Fig. 1: run 1, met4 routing
Cells faint in the background.
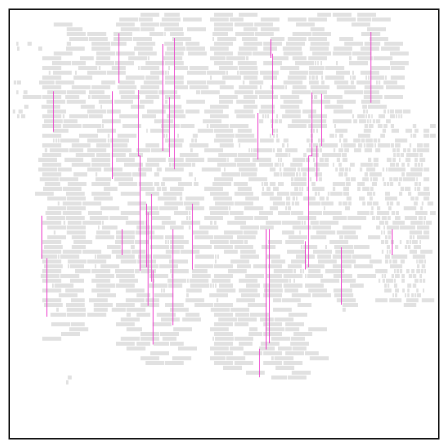
Fig. 2: run 1, routing congestion
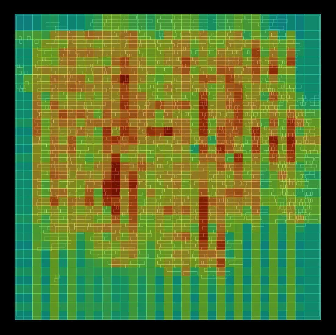
Fig. 3: run 1, register map, names as in the netlist
Other sequential cells in the stronger gray, the rest of the logic in the fainter gray.
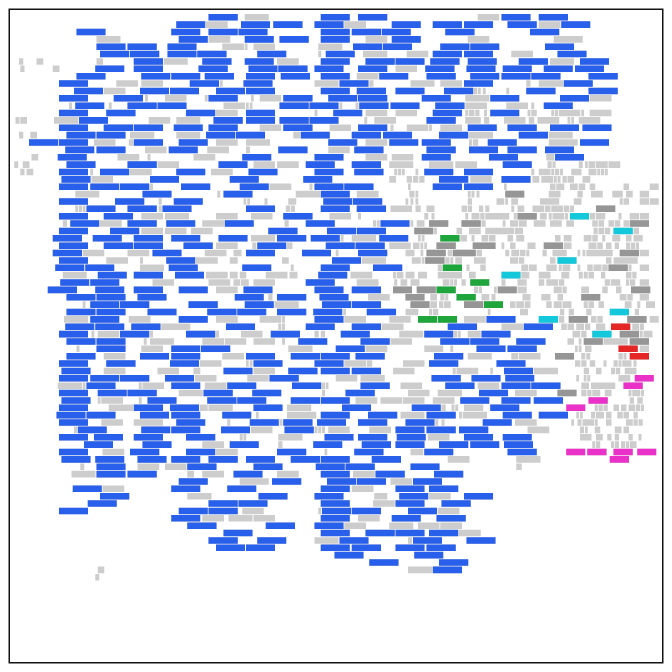
`src/rtl/uart_pkg.sv`:
```
// Shared definitions for the main-link dispatcher and the per-channel UART tx stage.
package uart_pkg;

   typedef enum logic [2:0] {
      ST_IDLE,
      ST_LOAD,
      ST_START,
      ST_DATA,
      ST_STOP
   } ser_state_e;

   localparam int CLKS_PER_BIT_DEF = 434;

   localparam logic [7:0] FRAME_HDR_B0 = 8'h24;
   localparam logic [7:0] FRAME_HDR_B1 = 8'h43;
   localparam logic [7:0] FRAME_HDR_B2 = 8'h54;
   localparam logic [7:0] FRAME_HDR_B3 = 8'h46;

   function automatic logic [7:0] frame_hdr_byte(input logic [1:0] idx);
      case (idx)
         2'd0:    return FRAME_HDR_B0;
         2'd1:    return FRAME_HDR_B1;
         2'd2:    return FRAME_HDR_B2;
         default: return FRAME_HDR_B3;
      endcase
   endfunction

endpackage

```
`src/rtl/uart_chan_tx_if.sv`:
```
// Dispatcher-to-channel byte/frame strobes; the dispatcher is master, the channel is slave.
interface uart_chan_tx_if;
   logic       tx_status;
   logic       tx_over;
   logic [7:0] tx_data;
   logic       tx_data_ready;

   modport master (output tx_status, tx_over, tx_data, tx_data_ready);
   modport slave  (input  tx_status, tx_over, tx_data, tx_data_ready);
endinterface

```
`src/rtl/uart_tx_serializer.sv`:
```
// 8N1 serialiser: accepts a byte (in_dat valid during LOAD) and shifts it out LSB first.
// Start bit begins one cycle after LOAD; in_rdy is high only in LOAD, so the source holds until then.
module uart_tx_serializer
   import uart_pkg::*;
#(
   parameter int CLKS_PER_BIT = CLKS_PER_BIT_DEF
) (
   input  logic       clk,
   input  logic       rst,
   input  logic       in_vld,
   output logic       in_rdy,
   input  logic [7:0] in_dat,
   output logic       txd,
   output logic       busy
);
   localparam int BAUD_W = $clog2(CLKS_PER_BIT);
   localparam logic [BAUD_W-1:0] BAUD_LAST = BAUD_W'(CLKS_PER_BIT - 1);

   ser_state_e        state_q, state_d;
   logic [BAUD_W-1:0] baud_q, baud_d;
   logic [2:0]        bit_q, bit_d;
   logic [7:0]        shift_q, shift_d;
   logic              txd_q, txd_d;
   logic              baud_end;

   assign baud_end = (baud_q == BAUD_LAST);

   always_comb begin
      state_d = state_q;
      baud_d  = baud_q;
      bit_d   = bit_q;
      shift_d = shift_q;
      case (state_q)
         ST_IDLE: if (in_vld) state_d = ST_LOAD;
         ST_LOAD: begin
            shift_d = in_dat;
            baud_d  = '0;
            state_d = ST_START;
         end
         ST_START: begin
            if (baud_end) begin
               baud_d  = '0;
               bit_d   = '0;
               state_d = ST_DATA;
            end else begin
               baud_d = baud_q + 1'b1;
            end
         end
         ST_DATA: begin
            if (baud_end) begin
               baud_d  = '0;
               shift_d = {1'b1, shift_q[7:1]};
               bit_d   = bit_q + 3'd1;
               if (bit_q == 3'd7) state_d = ST_STOP;
            end else begin
               baud_d = baud_q + 1'b1;
            end
         end
         ST_STOP: begin
            if (baud_end) begin
               baud_d  = '0;
               state_d = ST_IDLE;
            end else begin
               baud_d = baud_q + 1'b1;
            end
         end
         default: state_d = ST_IDLE;
      endcase

      // Line level is registered from the next state so uart_txd never glitches on state decode.
      case (state_d)
         ST_START: txd_d = 1'b0;
         ST_DATA:  txd_d = shift_d[0];
         default:  txd_d = 1'b1;
      endcase
   end

   always_ff @(posedge clk) begin
      if (rst) begin
         state_q <= ST_IDLE;
         baud_q  <= '0;
         bit_q   <= '0;
         shift_q <= '0;
         txd_q   <= 1'b1;
      end else begin
         state_q <= state_d;
         baud_q  <= baud_d;
         bit_q   <= bit_d;
         shift_q <= shift_d;
         txd_q   <= txd_d;
      end
   end

   assign in_rdy = (state_q == ST_LOAD);
   assign busy   = (state_q != ST_IDLE);
   assign txd    = txd_q;

endmodule

```
`src/rtl/uart_chan_tx.sv`:
```
// Per-channel store-and-forward frame FIFO feeding an 8N1 serialiser; only committed frames are sent.
// uart_txd falls 2 cycles after the commit edge; no backpressure upstream, writes to a full FIFO are dropped and flagged.
module uart_chan_tx
   import uart_pkg::*;
#(
   parameter int CLKS_PER_BIT = CLKS_PER_BIT_DEF,
   parameter int ADDR_W       = 6
) (
   input  logic            clk,
   input  logic            rst,
   uart_chan_tx_if.slave   dsp,
   output logic            uart_txd,
   output logic            tx_busy,
   output logic [ADDR_W:0] fifo_level,
   output logic            frame_drop,
   output logic            overflow
);
   localparam int DEPTH = 2 ** ADDR_W;
   localparam logic [ADDR_W:0] DEPTH_P = {1'b1, {ADDR_W{1'b0}}};

   logic [ADDR_W:0] wr_ptr_q, wr_ptr_d;
   logic [ADDR_W:0] cmt_ptr_q, cmt_ptr_d;
   logic [ADDR_W:0] rd_ptr_q, rd_ptr_d;
   logic            frame_ovf_q, frame_ovf_d;
   logic            overflow_q, overflow_d;
   logic            frame_drop_q, frame_drop_d;
   logic            status_q, status_d;
   logic [7:0]      mem_q [DEPTH];
   logic [7:0]      rd_dat_q;

   logic full, wr_en, wr_lost, ovf_now, discard;
   logic ser_vld, ser_rdy, ser_busy;

   assign ser_vld = (rd_ptr_q != cmt_ptr_q);

   always_comb begin
      full    = ((wr_ptr_q - rd_ptr_q) == DEPTH_P);
      wr_en   = dsp.tx_data_ready & dsp.tx_status & ~full;
      wr_lost = dsp.tx_data_ready & dsp.tx_status & full;
      ovf_now = frame_ovf_q | wr_lost;

      wr_ptr_d     = wr_ptr_q + (ADDR_W+1)'(wr_en);
      cmt_ptr_d    = cmt_ptr_q;
      rd_ptr_d     = rd_ptr_q + (ADDR_W+1)'(ser_vld & ser_rdy);
      frame_ovf_d  = ovf_now;
      overflow_d   = overflow_q | wr_lost;
      frame_drop_d = 1'b0;
      status_d     = dsp.tx_status;
      discard      = 1'b0;

      if (dsp.tx_over) begin
         if (ovf_now) discard = 1'b1;
         else         cmt_ptr_d = wr_ptr_d;
      end else if (status_q & ~dsp.tx_status) begin
         discard = 1'b1;
      end

      // Rolling back an empty, non-overflowed frame discards nothing, so it is not reported.
      if (discard) begin
         wr_ptr_d     = cmt_ptr_q;
         frame_ovf_d  = 1'b0;
         frame_drop_d = (wr_ptr_q != cmt_ptr_q) | ovf_now;
      end
   end

   always_ff @(posedge clk) begin
      if (rst) begin
         wr_ptr_q     <= '0;
         cmt_ptr_q    <= '0;
         rd_ptr_q     <= '0;
         frame_ovf_q  <= 1'b0;
         overflow_q   <= 1'b0;
         frame_drop_q <= 1'b0;
         status_q     <= 1'b0;
      end else begin
         wr_ptr_q     <= wr_ptr_d;
         cmt_ptr_q    <= cmt_ptr_d;
         rd_ptr_q     <= rd_ptr_d;
         frame_ovf_q  <= frame_ovf_d;
         overflow_q   <= overflow_d;
         frame_drop_q <= frame_drop_d;
         status_q     <= status_d;
      end
   end

   // Dual-port byte store: one write port, one registered read port sampled every cycle.
   always_ff @(posedge clk) begin
      if (wr_en) mem_q[wr_ptr_q[ADDR_W-1:0]] <= dsp.tx_data;
      rd_dat_q <= mem_q[rd_ptr_q[ADDR_W-1:0]];
   end

   uart_tx_serializer #(
      .CLKS_PER_BIT (CLKS_PER_BIT)
   ) u_ser (
      .clk    (clk),
      .rst    (rst),
      .in_vld (ser_vld),
      .in_rdy (ser_rdy),
      .in_dat (rd_dat_q),
      .txd    (uart_txd),
      .busy   (ser_busy)
   );

   assign tx_busy    = ser_busy | ser_vld;
   assign fifo_level = wr_ptr_q - rd_ptr_q;
   assign frame_drop = frame_drop_q;
   assign overflow   = overflow_q;

endmodule

```
`src/flat_wrapper.sv`:
```
// flat-port wrapper written by rule: the top's interface ports become plain ports
module uart_chan_tx_flat import uart_pkg::*;
#(
   parameter int CLKS_PER_BIT = CLKS_PER_BIT_DEF,
   parameter int ADDR_W       = 6
)
  (clk, rst, uart_txd, tx_busy, fifo_level, frame_drop, overflow, dsp_tx_status, dsp_tx_over, dsp_tx_data, dsp_tx_data_ready);
  uart_chan_tx_if dsp_i ();
  input  logic clk;
  input  logic rst;
  output logic uart_txd;
  output logic tx_busy;
  output logic [ADDR_W:0] fifo_level;
  output logic frame_drop;
  output logic overflow;
  input wire logic [$bits(dsp_i.tx_status)-1:0] dsp_tx_status;
  input wire logic [$bits(dsp_i.tx_over)-1:0] dsp_tx_over;
  input wire logic [$bits(dsp_i.tx_data)-1:0] dsp_tx_data;
  input wire logic [$bits(dsp_i.tx_data_ready)-1:0] dsp_tx_data_ready;
  assign dsp_i.tx_status = dsp_tx_status;
  assign dsp_i.tx_over = dsp_tx_over;
  assign dsp_i.tx_data = dsp_tx_data;
  assign dsp_i.tx_data_ready = dsp_tx_data_ready;
  uart_chan_tx #(.CLKS_PER_BIT(CLKS_PER_BIT), .ADDR_W(ADDR_W)) u_core (.clk(clk), .rst(rst), .dsp(dsp_i), .uart_txd(uart_txd), .tx_busy(tx_busy), .fifo_level(fifo_level), .frame_drop(frame_drop), .overflow(overflow));
endmodule
```
`config.mk`:
```
export PLATFORM = sky130hd
export DESIGN_NAME = uart_chan_tx_flat
export DESIGN_NICKNAME = d
export VERILOG_FILES = /design/src/rtl/uart_pkg.sv /design/src/rtl/uart_chan_tx_if.sv /design/src/rtl/uart_tx_serializer.sv /design/src/rtl/uart_chan_tx.sv /design/src/flat_wrapper.sv
export SDC_FILE = /design/constraint.sdc
export NUM_CORES = 1
export LEC_CHECK = 0
export ABC_AREA = 0
export CAP_MARGIN = 5
export CORE_UTILIZATION = 40
export DETAILED_ROUTE_END_ITERATION = 7
export GPL_ROUTABILITY_DRIVEN = 0
export PLACE_DENSITY_LB_ADDON = 0.3
export SKIP_CTS_REPAIR_TIMING = 1
export SKIP_LAST_GASP = 1
export SLEW_MARGIN = 20
export SYNTH_ARGS = -nofsm -noshare
export SYNTH_HDL_FRONTEND = slang
export SYNTH_SLANG_ARGS = --single-unit
```
`constraint.sdc`:
```
create_clock -name clk -period 8.26 [get_ports clk]
set_input_delay 0.826 -clock clk [delete_from_list [all_inputs] [get_ports clk]]
set_output_delay 0.826 -clock clk [all_outputs]
set_load 0.01 [all_outputs]
```
==> flow_summary_export.csv, run 1 <==
group,metric,value,unit
placed_design,placed_cell_area,0.0238,sq mm
final_layout,layout_top_cells,"512 x edfxtp_1, 155 x mux4_2, 106 x nor2_1",
global_routing,antenna_found_initial,1,
final_layout,syn_to_final_growth,12.8,%
clocking,cts_tree,"yes",
route,drt_iter0_markers,991,
placed_design,dpl.hpwl,30000,um
logic_synthesis,edf_count,512,
sta,tns,0,ps
global_routing,grt_max_degree,99,
global_routing,grt_pass1_wl,75000,um
route,drc_errors,0,
final_layout,layout.cells.most_common,"edfxtp_1",
logic_synthesis,synthesis.nets,1232,
clocking,clock_latency,620,ps
final_layout,fillers,4783,
logic_synthesis,synth.avg_cell_area,18.9,sq um
floorplan,ios,24,
logic_synthesis,yosysUniqueCellTypes,59,
logic_synthesis,syn_area,0.0228,sq mm
logic_synthesis,top_area_cell,"edfxtp_1",
flow_run,cap_violations,0,
global_routing,grt_overflow,0,
logic_synthesis,top_area_frac,0.675,
clocking,cts-htree-levels,2,
critical_path,critPathCaptureType,"output pin",
route,drtAntennaViolNets,0,
clocking,numCtsBuffers,56,
sta,fin_hold_ws,447,ps
logic_synthesis,synth_top_flop_cell,"edfxtp_1",
critical_path,crit_arrival,4130,ps
floorplan,die_y,241,um
floorplan,die_area,0.0579,sq mm
logic_synthesis,ys_async_sr_fraction,0,
floorplan,fp.coreArea,0.0564,sq mm
logic_synthesis,ys.flops,569,
placed_design,pre_cts_slack,3920,ps
final_layout,nNetsFinal,1272,
power_and_ir_drop,power.leakage,7.96,nW
logic_synthesis,ys_chip_area,0.0228,sq mm
sta,final_max_slew_viol_count,0,
sta,setup_ws,3300,ps
sta,fin_crit,4960,ps
critical_path,worstPathMaxFanout,34,
run_status,status,"finished, final reports clean",
sta,max_freq,202,MHz
power_and_ir_drop,vdd_ir_drop_max,0.000176,V
sta,finalClockPeriodUsage,0.600,
placed_design,io_buffers,23,
logic_synthesis,ys_warn_count,0,
route,avgRoutedWirePerCell,24.5,um
clocking,clock_path_buffers,3,
final_layout,drive_gt1_frac,0.226,
floorplan,fp_util,0.404,
critical_path,crit_path_start_kind,"flop",
logic_synthesis,synth_cells,1204,
global_routing,grt_pass1_vias,11300,
final_layout,n_antenna_cell,0,
placed_design,dp_cells,1942,
final_layout,final_cell_area,0.0257,sq mm
sta,worstMarginPinSlew,995,ps
route,dr.pass1.iters,5,
clocking,cts_root_buffer,"clkbuf_16",
route,vias_per_cell,5.54,
final_layout,fin_cells,2048,
clocking,path_clk_slew,70,ps
sta,rsz0062_at_grt,"no",
logic_synthesis,seq_area_frac_synth,0.725,
logic_synthesis,ys_cells,1204,
logic_synthesis,area_leaders,"edfxtp_1 67%, mux4_2 15%, dfxtp_1 5.0%",
clocking,cts.sinks,569,
floorplan,rows,87,
power_and_ir_drop,p_per_area,233,mW/mm^2
sta,relSlewSlack,0.337,
global_routing,grt_use_total,0.178,
global_routing,met3_usage,0.0332,
flow_run,tool_warnings,28,
sta,setup_viol,0,
critical_path,critical_path_class,"flop to output pin",
sta,hold_viol_final,0,
global_routing,grt.busiest_layer,"met2",
power_and_ir_drop,power,5.98,mW
sta,skew,24.6,ps
floorplan,die_width,241,um
critical_path,required,7430,ps
min_path,min_path_type,"flop to flop",
Back to the opening pictures, Fig. 1:
share of all routed wire: 2.4%
longest straight run: 73.4 um
wire length on this layer: 1190 um
nets with wire on the layer: 14
main direction: vertical
WL final: 50200 um
vias: 11300

Back to the opening pictures, Fig. 2:
GR met2 Demand/Resource: 0.265
final core occ: 0.456
met1 Use GR: 0.264

Back to the opening pictures, Fig. 3:
legend:
  u_core.mem_q:
    color: blue
    placed_flops: 512
    where: widely spread
  u_core.u_ser.shift_q:
    color: green
    placed_flops: 8
  u_core.wr_ptr_q:
    color: cyan
    placed_flops: 7
    where: right middle
  u_core.u_ser.baud_q:
    color: magenta
    placed_flops: 9
  u_core.u_ser.bit_q:
    color: red
    placed_flops: 3
Sequential Area: 0.0165 sq mm
sequential power: 3.16 mW

[run 1: flip-flops by register name, indices dropped and copies added (netlist names)]
name,count
u_core.cmt_ptr_q,7
u_core.frame_drop,1
u_core.frame_ovf_q,1
u_core.mem_q,512
u_core.overflow,1
u_core.rd_dat_q,8
u_core.rd_ptr_q,7
u_core.status_q,1
u_core.u_ser.baud_q,9
u_core.u_ser.bit_q,3
u_core.u_ser.shift_q,8
u_core.u_ser.state_q,3
u_core.u_ser.txd,1
u_core.wr_ptr_q,7
[run 1: where the power goes]
part | leakage (nW) | switching [mW] | internal (mW)
Combinational | 1.96 | 0.138 | 0.0777
Sequential | 5.07 | 0.0134 | 3.15
Clock | 0.927 | 1.09 | 1.52
[run 1: logic make-up after synthesis]
family	count (synthesis)	share of synthesized area
compound gates	93	0.0294
xor+xnor	31	0.0119
fa+ha+maj	15	0.00857
buf+inv	76	0.0144
flops	569	0.725
mux	165	0.158
simple gates	255	0.0530
[run 1: synthesized netlist by cell type, types with 13 or more instances]
master	count
inv_1	13
nand3_1	23
edfxtp_1	512
mux4_2	155
buf_2	16
clkbuf_1	30
xnor2_1	17
nor2_1	106
nand2_1	44
xor2_1	14
nand2b_1	17
a21oi_1	24
nor2b_1	14
ha_1	14
dfxtp_1	57
a31oi_1	17
[run 1: area by class of cell]
type | instances | area (sq um) | share of cell area
clock inverters | 35 | 390 | 0.0152
clock buffers | 71 | 1500 | 0.0584
multi-input cells | 559 | 5940 | 0.231
well taps | 756 | 946 | 0.0368
inverters | 15 | 56.3 | 0.00219
flip-flops and latches | 569 | 16500 | 0.643
repair buffers | 43 | 350 | 0.0136
[run 1: worst max-delay path, stage by stage (launching register included)]
cell             delay, ps
dfxtp_1                960
inv_2                   30
buf_4                  320
ha_1                   440
nand2b_1                90
a211oi_1               270
o32ai_1                150
nor2_2                 350
clkinv_1               350
clkdlybuf4s50_1        570
[run 1: metal layers]
metal / share of wire / up-vias / routed length, um
met3: 0.062 / 75 / 3100
met5: 0.00014 / - / 7
met1: 0.46 / 5976 / 22900
met2: 0.46 / 345 / 23000
met4: 0.024 / 2 / 1190
li1: - / 4950 / -
[run 1: final timing paths]
kind              slack, ps                               end                           from  depth (start not counted)
setup / recovery       3300                     fifo_level[6]  u_core.rd_ptr_q[2]$_SDFF_PP0_                          9
hold / removal          450        u_core.overflow$_SDFF_PP0_     u_core.overflow$_SDFF_PP0_                          2
setup reg to reg       3890  u_core.cmt_ptr_q[6]$_SDFFE_PP0P_  u_core.rd_ptr_q[2]$_SDFF_PP0_                         15
hold reg to reg         450        u_core.overflow$_SDFF_PP0_     u_core.overflow$_SDFF_PP0_                          2
Fig. 4: run 1, clock distribution
The bar under the picture is 50 um long.
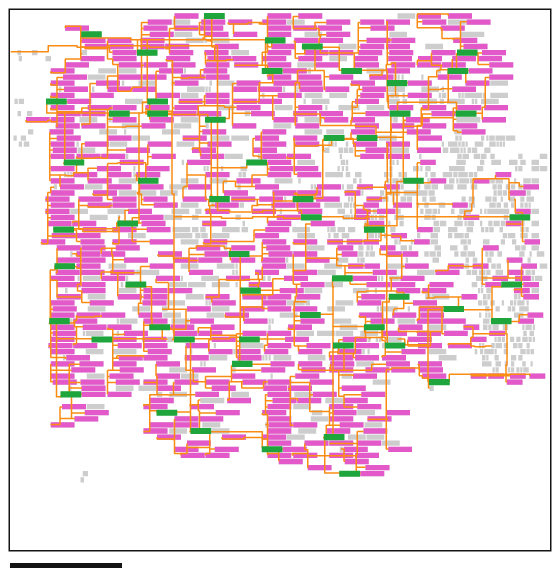

==> run 1 -> run 2 <==
==> constraint.sdc (replaced) <==
create_clock -name clk -period 4.8 [get_ports clk]
set_input_delay 0.48 -clock clk [delete_from_list [all_inputs] [get_ports clk]]
set_output_delay 0.48 -clock clk [all_outputs]
set_load 0.01 [all_outputs]
Fig. 5: run 2, clock distribution
The bar under the picture is 50 um long.
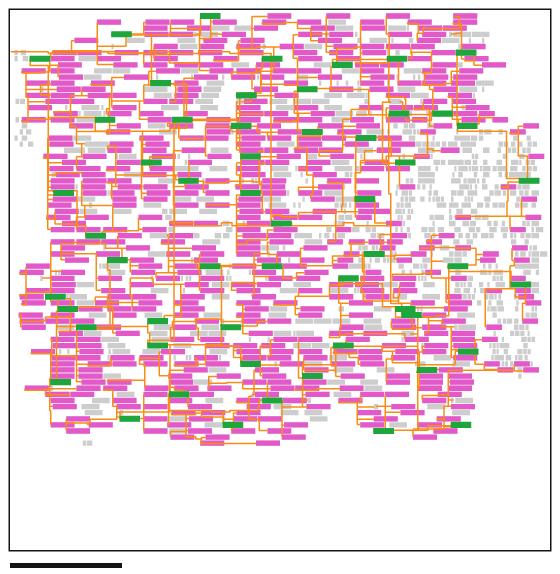
legend:
  clock wires:
    color: orange
    length: 6610 um
  flip-flops:
    color: magenta
    count: 569
  clock drivers:
    color: green
    count: 55
flops lie: widely spread

==> flow_summary_export.csv, run 2 <==
group,metric,value,unit
run_status,status,"finished, final reports clean",
sta,rsz0062_at_grt,"no",
logic_synthesis,synthTopLogicFamily,"multiplexers",
sta,finalClockPeriodUsage,0.944,
global_routing,antenna_found_initial,0,
clocking,cts_tree,"yes",
flow_run,tool_warnings,32,
sta,setup_viol,0,
critical_path,required,4320,ps
logic_synthesis,ys_async_sr_fraction,0,
power_and_ir_drop,power_frac_seq,0.537,
clocking,clock_latency,620,ps
floorplan,fp_util,0.404,
logic_synthesis,ys.flops,569,
logic_synthesis,ys_chip_area,0.0228,sq mm
logic_synthesis,netlist_top_cells_count,"512 x edfxtp_1, 155 x mux4_2, 106 x nor2_1",
global_routing,grt_pass1_vias,11300,
logic_synthesis,synth_cells,1204,
floorplan,die_area,0.0579,sq mm
sta,tns,0,ps
final_layout,nNetsFinal,1269,
power_and_ir_drop,clkPwrFrac,0.425,
power_and_ir_drop,power,10.1,mW
global_routing,grt_pass1_wl,77500,um
min_path,min_path_type,"flop to flop",
clocking,cts.sinks,569,
logic_synthesis,top_area_frac,0.675,
critical_path,cp_cell_sequence,"inv_1, ha_1, fa_1, nand2b_1, a211oi_1, o32ai_1, nor2_2, clkinv_1, clkdlybuf4s50_1",
clocking,cts_root_buffer,"clkbuf_16",
final_layout,layout_top_cells,"512 x edfxtp_1, 155 x mux4_2, 106 x nor2_1",
placed_design,dpl.hpwl,30600,um
clocking,numCtsBuffers,55,
logic_synthesis,top_cell,"edfxtp_1",
logic_synthesis,ys_sh_simple,0.0530,
logic_synthesis,synthesis.nets,1232,
logic_synthesis,top_area_cell,"edfxtp_1",
floorplan,rows,87,
clocking,cts-htree-levels,2,
critical_path,critical_path_class,"flop to output pin",
global_routing,grt_overflow,0,
global_routing,grt_max_degree,128,
sta,relSlewSlack,0.359,
route,vias_per_cell,5.62,
logic_synthesis,seq_area_frac_synth,0.725,
placed_design,io_buffers,23,
final_layout,n_antenna_cell,0,
critical_path,critPathSlowestCell,"clkdlybuf4s50_1",
final_layout,fin_cells,2041,
final_layout,syn_to_final_growth,12.5,%
power_and_ir_drop,p_per_area,394,mW/mm^2
power_and_ir_drop,p_comb_frac,0.038,
global_routing,grt_use_total,0.184,
power_and_ir_drop,vdd_ir_drop_max,0.000275,V
route,drc_errors,0,
clocking,clock_path_buffers,3,
logic_synthesis,ys_warn_count,0,
final_layout,layout.cells.most_common,"edfxtp_1",
placed_design,dp_cells,1940,
critical_path,worstPathMaxFanout,9,
sta,final_max_slew_viol_count,0,
critical_path,crit_arrival,4050,ps
logic_synthesis,ys_cells,1204,
floorplan,die_y,241,um
power_and_ir_drop,p_sw_frac,0.209,
route,num_vias,11500,
route,drtAntennaViolNets,0,
final_layout,fillers,4838,
logic_synthesis,muxShareOfSynthArea,0.158,
logic_synthesis,yosysUniqueCellTypes,59,
clocking,path_clk_slew,60,ps
route,drt_iter0_markers,1084,
logic_synthesis,ys_sh_aoi,0.0294,
power_and_ir_drop,p_switching,2.11,mW
logic_synthesis,area_leaders,"edfxtp_1 67%, mux4_2 15%, dfxtp_1 5.0%",
route,dr.pass1.iters,5,
critical_path,reg2reg_slack,330,ps
power_and_ir_drop,power.leakage,7.92,nW
route,drt_wl_total,51800,um
floorplan,die_width,241,um
floorplan,fp.coreArea,0.0564,sq mm
critical_path,critPathCaptureType,"output pin",
logic_synthesis,synth_top_flop_cell,"edfxtp_1",
final_layout,largest_reg_flops,512,
floorplan,ios,24,
logic_synthesis,edf_count,512,
Fig. 6: run 2, met4 routing
Cells faint in the background.
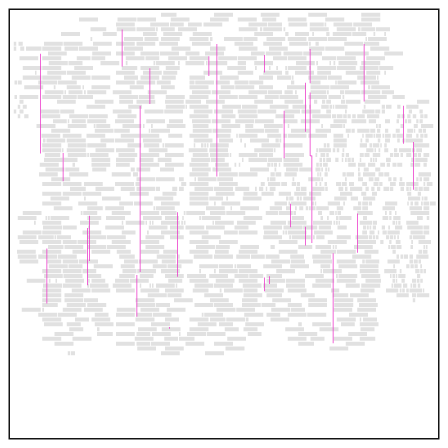
main direction: vertical
wire length on this layer: 791 um
share of all routed wire: 1.5%
nets with wire on the layer: 9
longest straight run: 93.2 um

[run 2: cell counts after synthesis]
No cell type changed its count.
[run 2: metal layers]
layer	GRT usage	up-vias	part of all wire
li1	-	4937	-
met1	0.284	6029	0.46
met2	0.268	442	0.45
met3	0.0331	67	0.073
met4	0.0438	0	0.015
met5	0	-	0
[run 2: worst max-delay path: cells and delay by family (launching register included)]
family                   cells  cell delay, ps
buffers and inverters        3            1180
flip-flops                   1             460
AND-OR/OR-AND                2             460
AND/OR/NAND/NOR              2             740
adder cells (fa/ha/maj)      2             620
[run 2: worst paths after layout]
kind,cells after the start,end,start
min,2,u_core.overflow$_SDFF_PP0_,u_core.overflow$_SDFF_PP0_
max reg2reg,15,u_core.cmt_ptr_q[6]$_SDFFE_PP0P_,u_core.wr_ptr_q[0]$_SDFF_PP0_
min reg2reg,2,u_core.overflow$_SDFF_PP0_,u_core.overflow$_SDFF_PP0_
max,9,fifo_level[6],u_core.wr_ptr_q[0]$_SDFF_PP0_
[run 2: layout make-up]
cell class | instances | area, sq um | share of cell area
Multi-Input combinational cell | 559 | 5980 | 0.233
Clock buffer | 72 | 1530 | 0.0595
Sequential cell | 569 | 16500 | 0.645
Clock inverter | 29 | 264 | 0.0103
Tap cell | 756 | 946 | 0.0369
Inverter | 15 | 56.3 | 0.00220
Timing Repair Buffer | 41 | 345 | 0.0135
[run 2: per-stage QoR]
step                      area, sq um  utilization  hold slack (ps)  setup slack [ps]
after floorplan                 22800            -              436               805
after global placement          23800        0.422              435               546
after detailed placement        23800        0.423              444               377
after CTS                       25600        0.455              453               253
after global routing            25600        0.455              468              9.74
final                           25600        0.455              448               269
[run 2: power by group through the flow]
stage | Combinational [mW] | Sequential, mW | Clock (mW)
6_report | 0.383 | 5.43 | 4.29
2_1_floorplan | 0.208 | 5.53 | 0
3_5_place_dp | 0.390 | 5.54 | 0
3_3_place_gp | 0.380 | 5.54 | 0
5_1_grt | 0.418 | 5.43 | 4.54
4_1_cts | 0.389 | 5.43 | 4.37
[run 2: kinds of logic (layout without fill, tap and decap cells)]
family	after synthesis	count (layout)
DFF	569	569
muxes	165	165
xor gates and xnor gates	31	31
buffers and inverters	76	157
and+or+nand+nor	255	255
AOI/OAI and AO/OA	93	93
adders and majority gates	15	15
Power and IR drop assume default switching activity.
